Met4 routing:
Supply wires on this layer in grey.
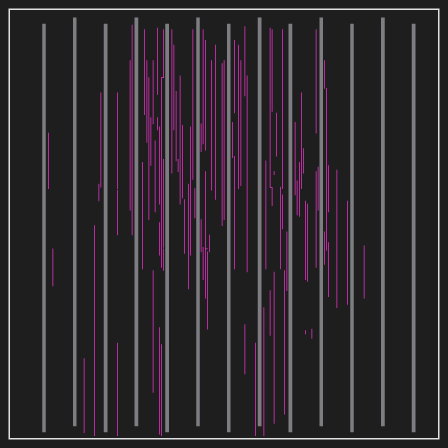
Clock routing:
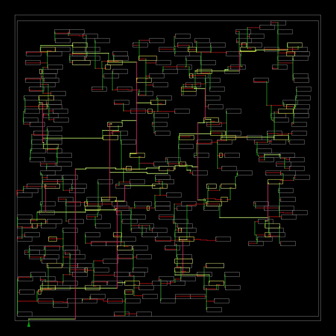
Layout detail:
Scale bar: 10 um. Window x 79 to 109, y 79 to 109 um. Cells in grey, sequential cells in the stronger grey; small squares are vias.
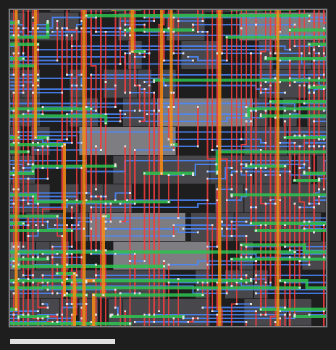
<file path="config.mk">
export PLATFORM = sky130hd
export DESIGN_NAME = mem_access_unit
export DESIGN_NICKNAME = d
export VERILOG_FILES = /design/src/rtl/mem_pkg.sv /design/src/rtl/mem_lane_align.sv /design/src/rtl/mem_access_unit.sv
export SDC_FILE = /design/constraint.sdc
export NUM_CORES = 1
export LEC_CHECK = 0
export CAP_MARGIN = 20
export CORE_UTILIZATION = 45
export CTS_CLUSTER_DIAMETER = 50
export DETAILED_ROUTE_END_ITERATION = 16
export PLACE_DENSITY_LB_ADDON = 0.3
export SKIP_LAST_GASP = 1
export SLEW_MARGIN = 20
export SYNTH_ARGS = -nofsm -noshare
export SYNTH_HDL_FRONTEND = slang
export SYNTH_SLANG_ARGS = --single-unit
</file>
<file path="constraint.sdc">
create_clock -name clk -period 5.8 [get_ports clk]
set_input_delay 1.16 -clock clk [delete_from_list [all_inputs] [get_ports clk]]
set_output_delay 1.16 -clock clk [all_outputs]
set_load 0.05 [all_outputs]
</file>
<file path="src/rtl/mem_pkg.sv">
// rtl/mem_pkg.sv - shared types and alignment check for the data-memory access stage
package mem_pkg;

    typedef enum logic [1:0] {
        SZ_B = 2'd0,
        SZ_H = 2'd1,
        SZ_W = 2'd2,
        SZ_D = 2'd3
    } mem_size_t;

    typedef enum logic [2:0] {
        IDLE  = 3'd0,
        READ  = 3'd1,
        WAIT  = 3'd2,
        WRITE = 3'd3,
        RESP  = 3'd4
    } mau_state_t;

    localparam int CNT_W = 4;

    function automatic logic is_misaligned(input mem_size_t size, input logic [2:0] off);
        case (size)
            SZ_B:    return 1'b0;
            SZ_H:    return off[0];
            SZ_W:    return |off[1:0];
            default: return |off;
        endcase
    endfunction

endpackage

</file>
<file path="src/rtl/mem_lane_align.sv">
// rtl/mem_lane_align.sv - byte-lane extract/extend for loads and lane merge for sub-word stores
module mem_lane_align
    import mem_pkg::*;
(
    input  logic [63:0] rbuf,
    input  logic [63:0] wdata,
    input  logic [2:0]  offset,
    input  mem_size_t   size,
    input  logic        is_unsigned,
    output logic [63:0] rdata,
    output logic [63:0] wdata64
);

    logic [5:0]  shamt;
    logic [63:0] lane;
    logic [63:0] mask;

    assign shamt = {offset, 3'b000};
    assign lane  = rbuf >> shamt;

    always_comb begin
        rdata = rbuf;
        mask  = '1;
        case (size)
            SZ_B: begin
                mask  = 64'h0000_0000_0000_00FF;
                rdata = is_unsigned ? {56'd0, lane[7:0]} : {{56{lane[7]}}, lane[7:0]};
            end
            SZ_H: begin
                mask  = 64'h0000_0000_0000_FFFF;
                rdata = is_unsigned ? {48'd0, lane[15:0]} : {{48{lane[15]}}, lane[15:0]};
            end
            SZ_W: begin
                mask  = 64'h0000_0000_FFFF_FFFF;
                rdata = is_unsigned ? {32'd0, lane[31:0]} : {{32{lane[31]}}, lane[31:0]};
            end
            default: begin
                mask  = '1;
                rdata = rbuf;
            end
        endcase
    end

    // Dword accesses are always at offset 0, so the full mask degenerates to a pass-through.
    assign wdata64 = (rbuf & ~(mask << shamt)) | ((wdata & mask) << shamt);

endmodule

</file>
<file path="src/rtl/mem_access_unit.sv">
// rtl/mem_access_unit.sv - multicycle load/store stage with read-modify-write sub-word stores
module mem_access_unit
    import mem_pkg::*;
#(
    parameter int READ_LAT = 1,
    parameter int ADDR_W   = 64
) (
    input  logic              clk,
    input  logic              reset,
    input  logic              req_valid,
    output logic              req_ready,
    input  logic              req_we,
    input  logic [1:0]        req_size,
    input  logic              req_unsigned,
    input  logic [ADDR_W-1:0] req_addr,
    input  logic [63:0]       req_wdata,
    output logic [ADDR_W-1:0] mem_addr,
    output logic              mem_rd,
    output logic              mem_wr,
    output logic [63:0]       mem_wdata,
    input  logic [63:0]       mem_rdata,
    output logic              rsp_valid,
    output logic [63:0]       rsp_rdata,
    output logic              rsp_misaligned
);

    mau_state_t        state_q, state_d;
    logic [CNT_W-1:0]  cnt_q, cnt_d;
    logic [63:0]       rbuf_q, rbuf_d;
    logic [63:0]       wdata_q, wdata_d;
    logic [63:0]       rsp_rdata_q, rsp_rdata_d;
    logic [ADDR_W-1:0] addr_q, addr_d;
    mem_size_t         size_q, size_d;
    logic              we_q, we_d;
    logic              uns_q, uns_d;
    logic              mis_q, mis_d;

    logic              req_mis;
    logic [63:0]       ext_rdata;
    logic [63:0]       merge_wdata;

    assign req_mis = is_misaligned(mem_size_t'(req_size), req_addr[2:0]);

    // Fed with rbuf_d so the load result is ready on the same edge that captures mem_rdata.
    mem_lane_align u_lane_align (
        .rbuf        (rbuf_d),
        .wdata       (wdata_q),
        .offset      (addr_q[2:0]),
        .size        (size_q),
        .is_unsigned (uns_q),
        .rdata       (ext_rdata),
        .wdata64     (merge_wdata)
    );

    always_comb begin
        state_d     = state_q;
        cnt_d       = cnt_q;
        rbuf_d      = rbuf_q;
        wdata_d     = wdata_q;
        rsp_rdata_d = rsp_rdata_q;
        addr_d      = addr_q;
        size_d      = size_q;
        we_d        = we_q;
        uns_d       = uns_q;
        mis_d       = mis_q;
        case (state_q)
            IDLE: begin
                if (req_valid) begin
                    addr_d  = req_addr;
                    size_d  = mem_size_t'(req_size);
                    we_d    = req_we;
                    uns_d   = req_unsigned;
                    wdata_d = req_wdata;
                    mis_d   = req_mis;
                    if (req_mis) begin
                        state_d     = RESP;
                        rsp_rdata_d = '0;
                    end else if (req_we && (mem_size_t'(req_size) == SZ_D)) begin
                        state_d = WRITE;
                    end else begin
                        state_d = READ;
                    end
                end
            end
            READ: begin
                cnt_d   = CNT_W'(READ_LAT);
                state_d = WAIT;
            end
            WAIT: begin
                if (cnt_q <= CNT_W'(1)) begin
                    rbuf_d = mem_rdata;
                    if (we_q) begin
                        state_d = WRITE;
                    end else begin
                        state_d     = RESP;
                        rsp_rdata_d = ext_rdata;
                    end
                end else begin
                    cnt_d = cnt_q - CNT_W'(1);
                end
            end
            WRITE: begin
                state_d     = RESP;
                rsp_rdata_d = '0;
            end
            RESP: begin
                state_d = IDLE;
            end
            default: begin
                state_d = IDLE;
            end
        endcase
    end

    always_ff @(posedge clk or negedge reset) begin
        if (!reset) begin
            state_q     <= IDLE;
            cnt_q       <= '0;
            rbuf_q      <= '0;
            wdata_q     <= '0;
            rsp_rdata_q <= '0;
            addr_q      <= '0;
            size_q      <= SZ_B;
            we_q        <= 1'b0;
            uns_q       <= 1'b0;
            mis_q       <= 1'b0;
        end else begin
            state_q     <= state_d;
            cnt_q       <= cnt_d;
            rbuf_q      <= rbuf_d;
            wdata_q     <= wdata_d;
            rsp_rdata_q <= rsp_rdata_d;
            addr_q      <= addr_d;
            size_q      <= size_d;
            we_q        <= we_d;
            uns_q       <= uns_d;
            mis_q       <= mis_d;
        end
    end

    assign req_ready      = (state_q == IDLE);
    assign mem_rd         = (state_q == READ);
    assign mem_wr         = (state_q == WRITE);
    assign mem_wdata      = mem_wr ? merge_wdata : '0;
    assign mem_addr       = (state_q == IDLE) ? '0 : {addr_q[ADDR_W-1:3], 3'b000};
    assign rsp_valid      = (state_q == RESP);
    assign rsp_misaligned = (state_q == RESP) && mis_q;
    assign rsp_rdata      = rsp_rdata_q;

endmodule

</file>
==> flow_summary.html <==
<p>Metrics extracted from the flow reports.</p>
<table>
<tr><th>Metric</th><th>Value</th></tr>
<tr><th colspan="2">Yosys</th></tr>
<tr><td>Largest non-sequential cell family by area</td><td>multiplexers</td></tr>
<tr><td>Syn Inst Count</td><td>1520</td></tr>
<tr><td>Post-synth area from yosys stat</td><td>15700 sq um</td></tr>
<tr><td>Post-synth ARST share</td><td>100%</td></tr>
<tr><td>Adder-cell share of the synthesized area</td><td>0.160%</td></tr>
<tr><td>Netlist area before placement</td><td>15700 sq um</td></tr>
<tr><td>Xor/xnor share of the synthesized area</td><td>0.112%</td></tr>
<tr><td>Top-area cell share</td><td>42.8%</td></tr>
<tr><td>Ao+oa area frac</td><td>17.6%</td></tr>
<tr><td>Number of flops mapped to enable cells by yosys</td><td>0</td></tr>
<tr><td>Synth Seq Share</td><td>42.8%</td></tr>
<tr><td>Simple-Gate Area Share</td><td>11.6%</td></tr>
<tr><th colspan="2">Pwr</th></tr>
<tr><td>Net switching share of the total power</td><td>49.8%</td></tr>
<tr><td>Biggest power consumer among the groups</td><td>combinational cells</td></tr>
<tr><td>Combinational share of power</td><td>61.1%</td></tr>
<tr><td>Power Total</td><td>0.0153 W</td></tr>
<tr><td>Clock network power</td><td>0.00237 W</td></tr>
<tr><td>Worst ir drop on vdd</td><td>0.513 mV</td></tr>
<tr><td>Switching pwr</td><td>0.00764 W</td></tr>
<tr><td>Internal power summed over all cells</td><td>0.00770 W</td></tr>
<tr><td>Leakage power</td><td>8.51 nW</td></tr>
<tr><td>Power density over cell area</td><td>722 nW/um^2</td></tr>
<tr><td>Sequential group power</td><td>0.00360 W</td></tr>
<tr><th colspan="2">Route</th></tr>
<tr><td>Vias/cell</td><td>6.34</td></tr>
<tr><td>Average wire per cell in the routed design</td><td>26.8 um</td></tr>
<tr><td>Number of routed nets with antenna violations</td><td>0</td></tr>
<tr><th colspan="2">Layout</th></tr>
<tr><td>Share of post-route cells with drive strength above 1</td><td>20.1%</td></tr>
<tr><td>Final cell count without fillers</td><td>2337</td></tr>
<tr><td>Top library cells by usage in the layout, fill and taps aside</td><td>376 x sky130_fd_sc_hd__clkdlybuf4s50_1, 265 x sky130_fd_sc_hd__dfrtp_1, 192 x sky130_fd_sc_hd__mux2_2</td></tr>
<tr><td>Final Net Count</td><td>2060</td></tr>
<tr><td>Share of the core filled with cells</td><td>62.7%</td></tr>
<tr><td>Area Overhead vs Synth</td><td>35.7%</td></tr>
<tr><td>Tally of filler cells in the layout</td><td>2742</td></tr>
<tr><td>Most used logic cell in the final layout</td><td>sky130_fd_sc_hd__clkdlybuf4s50_1</td></tr>
<tr><th colspan="2">Clock tree</th></tr>
<tr><td>H-tree Lvls</td><td>2</td></tr>
<tr><td>Clock transition at path regs</td><td>60 ps</td></tr>
<tr><td>Source-to-sink clock delay at the later pin of the worst-skew pair</td><td>530 ps</td></tr>
<tr><td>Number of buffers created by CTS</td><td>36</td></tr>
<tr><td># clock sinks</td><td>268</td></tr>
<tr><td>Deepest clock path buffer count</td><td>3</td></tr>
<tr><td>Hold buffer count at CTS</td><td>0</td></tr>
<tr><th colspan="2">Worst setup path</th></tr>
<tr><td>Most prevalent standard cell on the critical path</td><td>sky130_fd_sc_hd__nor2_1</td></tr>
<tr><td>Crit-path leading delay family</td><td>simple AND/OR/NAND/NOR gates</td></tr>
<tr><td>Category of the worst setup path capture point</td><td>output port</td></tr>
<tr><td>Kind of launch point of the worst setup path</td><td>flip-flop</td></tr>
<tr><td>Required @ worst endpoint</td><td>4640 ps</td></tr>
<tr><td>Setup CP Type</td><td>flip-flop to output port</td></tr>
<tr><td>Largest driver fanout on the critical path</td><td>72</td></tr>
<tr><th colspan="2">Placement</th></tr>
<tr><td>Post-detailed-placement cell area</td><td>19900 sq um</td></tr>
<tr><td>Port Buffer Count</td><td>392</td></tr>
<tr><td>Post-Place Worst Slack</td><td>1010 ps</td></tr>
<tr><th colspan="2">Global route</th></tr>
<tr><td>Pin count of the biggest net entering global routing</td><td>132</td></tr>
<tr><td>Total global routing overflow</td><td>0</td></tr>
<tr><td>GR Util All Layers</td><td>35.0%</td></tr>
<tr><td>First-pass GRT wire length</td><td>93800 um</td></tr>
<tr><th colspan="2">Timing</th></tr>
<tr><td>Total negative slack for setup checks</td><td>0 ps</td></tr>
<tr><td>Post-route fraction of the period consumed by the critical path</td><td>93.9%</td></tr>
<tr><td>Max-slew violations</td><td>0</td></tr>
<tr><td>Transition time of the tightest slew-check pin</td><td>981 ps</td></tr>
<tr><td>Fmax</td><td>0.184 GHz</td></tr>
<tr><td>Hold Slack</td><td>494 ps</td></tr>
<tr><td>RSZ-0062 raised after global routing</td><td>no</td></tr>
<tr><td>Crit path time final</td><td>5440 ps</td></tr>
<tr><td>Hold violation count in the final report</td><td>0</td></tr>
<tr><td>Final Skew</td><td>27.4 ps</td></tr>
<tr><th colspan="2">Run</th></tr>
<tr><td>Max Cap Viol</td><td>0</td></tr>
<tr><td>Tool warnings</td><td>28</td></tr>
<tr><th colspan="2">Die</th></tr>
<tr><td>Floorplan core area</td><td>33900 sq um</td></tr>
<tr><td>Number of top-level pins</td><td>396</td></tr>
<tr><td>Row count</td><td>67</td></tr>
<tr><td>Height of the die</td><td>189 um</td></tr>
<tr><th colspan="2">Outcome</th></tr>
<tr><td>Outcome</td><td>finished, final reports clean</td></tr>
<tr><th colspan="2">Min path</th></tr>
<tr><td>Class of the most critical hold timing path</td><td>flip-flop to flip-flop</td></tr>
</table>
Back to the opening pictures, 'met4 routing':
The wires run mostly vertical. 83 nets have wire on it. The layer holds 5.7% of the routed length. The layer carries 3560 um of wire. The longest straight run is 92.5 um.
wire length reported by the detailed router: 62600 um
Vias: 14800

Back to the opening pictures, 'clock routing':
clock buffer instance count of the final layout: 48
layout sequential cell count: 268

Back to the opening pictures, 'layout detail':
Key: metal 4 = orange; metal 2 = red; metal 3 = green; metal 1 = blue
Netlist names of flops here include rbuf_q (4), rsp_rdata (1). Most frequent: nor2_1 (11), a21oi_1 (6), nand2_1 (6). Sequential cells in the window: 5. 65 logic cells have their middle in the window.

## area by class of cell
| class | instances | area (sq um) | share of cell area, % |
|---|---|---|---|
| Clock buffer | 48 | 1060 | 4.98 |
| Sequential cell | 268 | 6710 | 31.6 |
| Multi-Input combinational cell | 1070 | 8220 | 38.7 |
| Antenna cell | 2 | 5.00 | 0.0236 |
| Timing Repair Buffer | 432 | 4260 | 20.1 |
| Tap cell | 448 | 561 | 2.64 |
| Clock inverter | 18 | 234 | 1.10 |
| Inverter | 51 | 191 | 0.901 |
## sequential cells by signal (all words and copies together), names as in the netlist
register / flops
cnt_q: 4
size_q: 2
rsp_rdata: 64
rbuf_q: 64
wdata_q: 64
uns_q: 1
addr_q: 64
state_q: 3
mis_q: 1
we_q: 1
## cell families after synthesis
family | Yosys count
AND-OR/OR-AND | 396
XOR/XNOR | 2
adder cells (fa/ha/maj) | 2
buffers and inverters | 184
flip-flops | 268
multiplexers | 289
other | 1
AND/OR/NAND/NOR | 378
## routing by layer
metal | track usage, % | up-vias | share of wire [%]
li1 | - | 6284 | -
met1 | 46.1 | 7257 | 38
met2 | 52.7 | 1066 | 44
met3 | 9.41 | 207 | 12
met4 | 18.3 | 0 | 5.7
met5 | 0 | - | 0
## worst paths after layout
path	from	to	slack, ps	cells past startpoint
max	state_q[1]	mem_wdata[27]	360	8
min	rsp_rdata[21]	rsp_rdata[21]	490	2
max reg2reg	addr_q[0]	rsp_rdata[16]	1760	7
min reg2reg	rsp_rdata[21]	rsp_rdata[21]	490	2
max in group asynchronous	reset	wdata_q[56]	3900	3
min in group asynchronous	reset	addr_q[6]	530	1
Power figures rest on the tool's default switching activity, not on a simulated workload.
